M1 wires:
The bar under the picture is 20 um long. Supply wires on this layer in grey.
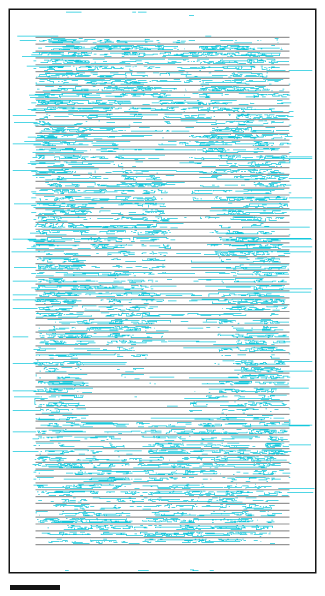
M2 wires:
Cells faint in the background.
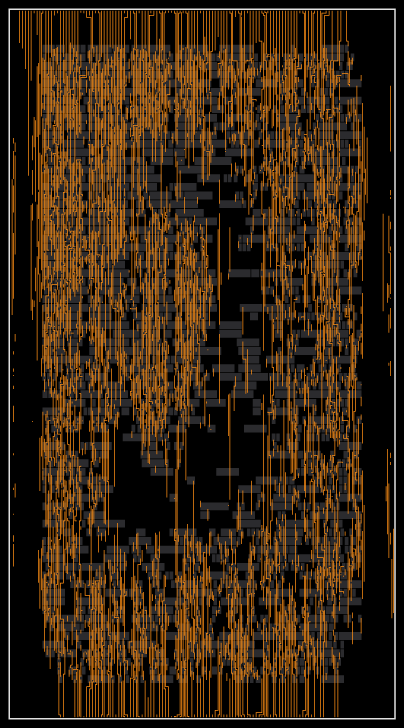
Signal wires on met3:
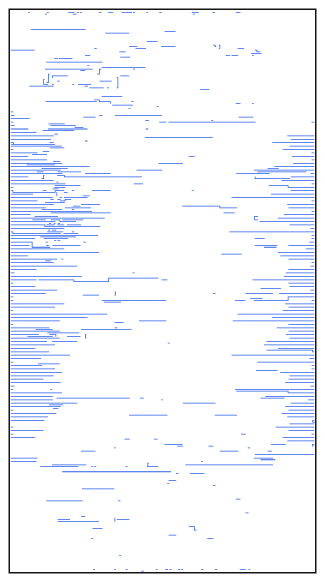
==> config.mk <==
export PLATFORM = sky130hd
export DESIGN_NAME = sd_phy_cmd_ctrl_flat
export DESIGN_NICKNAME = d
export VERILOG_FILES = /design/src/rtl/sd_phy_cmd_ctrl_if.sv /design/src/rtl/sd_phy_cmd_ctrl.sv /design/src/flat_wrapper.sv
export SDC_FILE = /design/constraint.sdc
export NUM_CORES = 1
export LEC_CHECK = 0
export ABC_AREA = 1
export ABC_CLOCK_PERIOD_IN_PS = 1490
export CAP_MARGIN = 40
export CORE_AREA = 10 10 111 213
export DETAILED_ROUTE_END_ITERATION = 8
export DIE_AREA = 0 0 121 223
export DONT_BUFFER_PORTS = 1
export PLACE_DENSITY = 0.72
export SLEW_MARGIN = 20
export SYNTH_ARGS = -nofsm -noshare
export SYNTH_HDL_FRONTEND = slang
export SYNTH_SLANG_ARGS = --single-unit
==> constraint.sdc <==
create_clock -name iClock_SD -period 1.49 [get_ports iClock_SD]
set_clock_uncertainty 0.05 [all_clocks]
set_input_delay 0.298 -clock iClock_SD [delete_from_list [all_inputs] [get_ports iClock_SD]]
set_output_delay 0.298 -clock iClock_SD [all_outputs]
set_load 0.03 [all_outputs]
==> qor.yml <==
status: "finished with violations"
violations: "hold timing, setup timing"
grt_use_total: 0.257
placedCellCount: 1940
arrival_ns: 2.12
firstDrtPassIters: 5
xor_area_frac: 0
top_logic_kind: "simple AND/OR/NAND/NOR gates"
pwr-share-comb: 0.445
rsz0062_at_grt: "yes"
syn_area_per_cell_sq_um: 6.19
syn2layout_area_growth_pct: 27.8
ys_sh_mux: 0
path_cells: "buf_4 -> buf_4 -> o2111ai_1 -> a21oi_1"
power_mw: 27.8
simple_gate_share: 0.341
fp.dieH_um: 223
maxUsedRoutingLayer: "met4"
wl_per_cell_um: 19.3
flops: 206
reg2regPathDepth: 4
ir_drop_uv: 1250
p_clk_mw: 4.83
final-hold-violation-count: 62
p_comb_mw: 12.4
pg_seq_mw: 10.6
pwr-share-seq: 0.381
ctsHoldBuffers: 52
setup_ws_ns: -0.253
postCtsSetupBuffers: 16
worst_slew_pin_slew_ns: 0.527
maxCapViolCount: 0
ys_area_sq_um: 10700
final_cell_mix: "567 x nand2_1, 200 x dfxtp_1, 171 x inv_1, 140 x nor2_1, 104 x o21ai_0"
drive_gt1_frac: 0.175
nFillCells: 1691
fp-utilization: 0.528
pin_count: 390
wl_met3_mm: 3.84
cts.clk_slew.worst_paths_ns: 0.07
largest_reg_flops: 136
final-instance-count-excl-fill: 2069
dpl-instance-area_sq_um: 11300
nMultiInputCombCells: 1181
synth_flops: 206
antennaDiodeCount: 12
num_tap_cells: 266
worstSkewPairLatency_ns: 0.51
design.core.area_sq_um: 20300
cp_num_buf_inv: 2
logic_area_sq_um: 5810
hold_ws_ns: -0.190
finalMaxSlewViolations: 0
cp_num_cells: 4
slowest_stage: "buf_4"
comb_share: 0.425
p_sw_mw: 13.2
drc: 0
design_area_sq_um: 13700
finalSetupViolCount: 193
synth-main-ff-cell: "dfxtp_1"
crit_path_max_fanout: 48
largest_class: "logic gates"
p_leak_nw: 6.08
grt_overflow: 0
period_used_share: 1.17
drt_iter0_drc: 1056
worstPathRequired_ns: 1.86
crit_type: "flop to flop"
place.gp.congestion: 0.882
lay_top_count: "nand2_1"
fmax_mhz: 574
grt_pass1_vias: 10658
min_period_ns: 1.74
About 'M1 wires':
- wire length on this layer: 13500 um
- share of all routed wire: 34%
- longest straight run: 36.6 um
- nets with wire on the layer: 1798
- main direction: horizontal
global-route met1 utilization: 0.269
Routed WL: 40.0 mm
routed via count: 11441

About 'M2 wires':
- wire length on this layer: 20.2 mm
- longest straight run: 57.8 um
- share of all routed wire: 51%
- nets with wire on the layer: 1525
- main direction: vertical
M2 GR Usage: 0.441

About 'signal wires on met3':
- share of all routed wire: 9.6%
- main direction: horizontal
- nets with wire on the layer: 314
- longest straight run: 42.8 um
met3 Track Usage GR: 0.0761

Power and IR drop assume default switching activity.
